### Routed clock nets over the placement

Scale: 4 px per um.
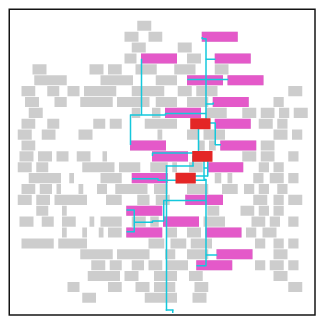
### Metal 1

Scale: 4 px per um.
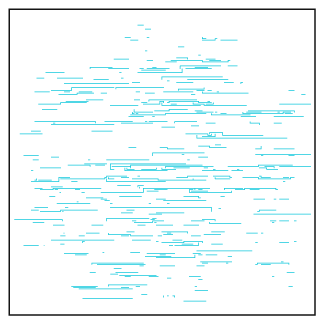
## config.mk

```make
export PLATFORM = sky130hd
export DESIGN_NAME = adder_subtractor
export DESIGN_NICKNAME = d
export VERILOG_FILES = /design/src/rtl/alu_pkg.sv /design/src/rtl/rca_adder.sv /design/src/rtl/adder_subtractor.sv
export SDC_FILE = /design/constraint.sdc
export NUM_CORES = 1
export LEC_CHECK = 0
export CAP_MARGIN = 10
export CELL_PAD_IN_SITES_DETAIL_PLACEMENT = 1
export CELL_PAD_IN_SITES_GLOBAL_PLACEMENT = 2
export CORE_UTILIZATION = 26
export DETAILED_ROUTE_END_ITERATION = 7
export GPL_TIMING_DRIVEN = 0
export PLACE_DENSITY = 0.94
export SLEW_MARGIN = 20
export SYNTH_ARGS = -nofsm -noshare
export SYNTH_HDL_FRONTEND = slang
export SYNTH_HIERARCHICAL = 1
export SYNTH_SLANG_ARGS = --single-unit
```

## constraint.sdc

```tcl
create_clock -name clk -period 1.9 [get_ports clk]
set_input_delay 0.38 -clock clk [delete_from_list [all_inputs] [get_ports clk]]
set_output_delay 0.38 -clock clk [all_outputs]
set_load 0.005 [all_outputs]
```

## src/rtl/alu_pkg.sv

```systemverilog
// Shared ALU definitions: operand/result widths, add/sub mode encodings and
// the datapath types used by the execution units.
package alu_pkg;

  localparam logic MODE_ADD = 1'b0;
  localparam logic MODE_SUB = 1'b1;

  localparam int ALU_OP_WIDTH  = 16;
  localparam int ALU_RES_WIDTH = 32;

  typedef logic signed [ALU_OP_WIDTH-1:0]  alu_op_t;
  typedef logic signed [ALU_RES_WIDTH-1:0] alu_res_t;

  typedef struct packed {
    logic zero;
    logic negative;
    logic ovf16;
  } alu_flags_t;

endpackage

```

## src/rtl/rca_adder.sv

```systemverilog
// Parameterised N-bit ripple-carry adder built from per-bit full-adder
// equations; the carry chain runs from bit 0 upward.
module rca_adder #(
  parameter int N = 17
) (
  input  logic [N-1:0] a,
  input  logic [N-1:0] b,
  input  logic         cin,
  output logic [N-1:0] sum,
  output logic         cout
);

  logic [N:0] carry;

  assign carry[0] = cin;

  for (genvar i = 0; i < N; i++) begin : g_fa
    assign sum[i]     = a[i] ^ b[i] ^ carry[i];
    assign carry[i+1] = (a[i] & b[i]) | (carry[i] & (a[i] ^ b[i]));
  end

  assign cout = carry[N];

endmodule

```

## src/rtl/adder_subtractor.sv

```systemverilog
// Registered signed add/sub execution unit: one-cycle latency, exact
// (WIDTH+1)-bit sum sign-extended to RES_WIDTH, plus zero/negative/ovf16 flags.
module adder_subtractor
  import alu_pkg::*;
#(
  parameter int WIDTH     = ALU_OP_WIDTH,
  parameter int RES_WIDTH = ALU_RES_WIDTH
) (
  input  logic                 clk,
  input  logic                 rst_n,
  input  logic                 in_valid,
  input  logic [WIDTH-1:0]     op1,
  input  logic [WIDTH-1:0]     op2,
  input  logic                 mode,
  output logic [RES_WIDTH-1:0] result,
  output logic                 out_valid,
  output logic                 zero,
  output logic                 negative,
  output logic                 ovf16
);

  // One extra bit of headroom means neither add nor sub can ever wrap.
  localparam int SW = WIDTH + 1;

  logic [SW-1:0]        op1x;
  logic [SW-1:0]        op2x;
  logic [SW-1:0]        op2_eff;
  logic                 carry_in;
  logic [SW-1:0]        sum;
  logic                 cout_unused;
  logic [RES_WIDTH-1:0] res_next;
  alu_flags_t           flags_next;

  logic [RES_WIDTH-1:0] result_q;
  alu_flags_t           flags_q;
  logic                 valid_q;

  assign op1x = {op1[WIDTH-1], op1};
  assign op2x = {op2[WIDTH-1], op2};

  // Subtraction is op1 + ~op2 + 1: invert op2 and feed mode in as carry-in.
  assign op2_eff  = (mode == MODE_ADD) ? op2x : ~op2x;
  assign carry_in = (mode == MODE_SUB);

  rca_adder #(
    .N (SW)
  ) u_rca (
    .a    (op1x),
    .b    (op2_eff),
    .cin  (carry_in),
    .sum  (sum),
    .cout (cout_unused)
  );

  assign res_next            = RES_WIDTH'($signed(sum));
  assign flags_next.zero     = (res_next == '0);
  assign flags_next.negative = res_next[RES_WIDTH-1];
  assign flags_next.ovf16    = sum[WIDTH] ^ sum[WIDTH-1];

  // NOTE: registers use non-blocking assignments so every flop samples the
  // pre-edge values; blocking here would create order-dependent simulation.
  always_ff @(posedge clk or negedge rst_n) begin
    if (!rst_n) begin
      result_q <= '0;
      flags_q  <= '0;
      valid_q  <= 1'b0;
    end else begin
      valid_q <= in_valid;
      if (in_valid) begin
        result_q <= res_next;
        flags_q  <= flags_next;
      end
    end
  end

  assign result    = result_q;
  assign out_valid = valid_q;
  assign zero      = flags_q.zero;
  assign negative  = flags_q.negative;
  assign ovf16     = flags_q.ovf16;

  a_mode_known : assert property (
    @(posedge clk) disable iff (!rst_n) in_valid |-> !$isunknown(mode)
  );

endmodule

```

==> impl_metrics.py <==
# Physical implementation metrics
metrics = {
    "global_routing": {
        "top_usage_layer": "met2",
        "grtUsageMet1_pct": 17.65,
        "gr-total-overflow": 0,
    },
    "routing": {
        "wl_per_cell_um": 14.62,
        "vias_per_cell": 4.086,
        "wl_met3_um": 234,
        "drtPass1Iterations": 4,
    },
    "sta": {
        "finalSetupViolCount": 17,
        "tightest_slew_ps": 891.3,
        "hold_violations": 0,
        "setup_ws_ps": -5038,
        "slew_headroom_pct": 40.39,
        "fin_crit_sh_pct": 365.1,
    },
    "pwr": {
        "clkPwrFrac_pct": 11.8,
        "maxPowerGroup": "combinational cells",
        "p_clk_w": 0.000270,
        "powerSeq_w": 0.000663,
        "pwr-share-seq_pct": 29.1,
        "p_switching_w": 0.0006555,
    },
    "logic_synthesis": {
        "synth_area_sq_um": 1425,
    },
    "clocking": {
        "clk_latency_ps": 250,
        "tritoncts": "built",
    },
    "min_path": {
        "min_to": "result[15]",
        "min_path_type": "register to register",
    },
    "worst_setup_path": {
        "crit_slowest_cell": "fa_1",
        "path_buffers": 6,
        "cp.depth": 26,
        "r2r_end": "result[16]",
        "crit_path_max_fanout": 3,
    },
    "floorplanning": {
        "die_width_um": 76.04,
        "dieArea_sq_um": 5781,
        "core_sq_um": 5205,
        "placement_rows": 26,
    },
    "outcome": {
        "failed_checks": "negative setup slack",
        "run_status": "finished, violations left",
    },
    "layout": {
        "fin_cells": 257,
        "clock_tree_area_fraction_pct": 1.726,
        "layout-drive-gt1-share_pct": 40.64,
        "final_cell_mix": "clkdlybuf4s50_1, buf_4, dfrtp_1",
    },
    "placed_design": {
        "dp.cells": 251,
    },
    "job": {
        "maxCapViolations": 0,
    },
}
## Picture notes: 'Routed clock nets over the placement'
flip-flops: shown in magenta, count 20. clock wires: shown in cyan, length 259 um. clock drivers: shown in red, count 3.
There are 4 routed clock nets.

## Picture notes: 'Metal 1'
The layer carries 1520 um of wire. The longest straight run is 25.3 um. 194 nets have wire on it. The wires run mostly horizontal.

Power is estimated from default activity; no workload was simulated.
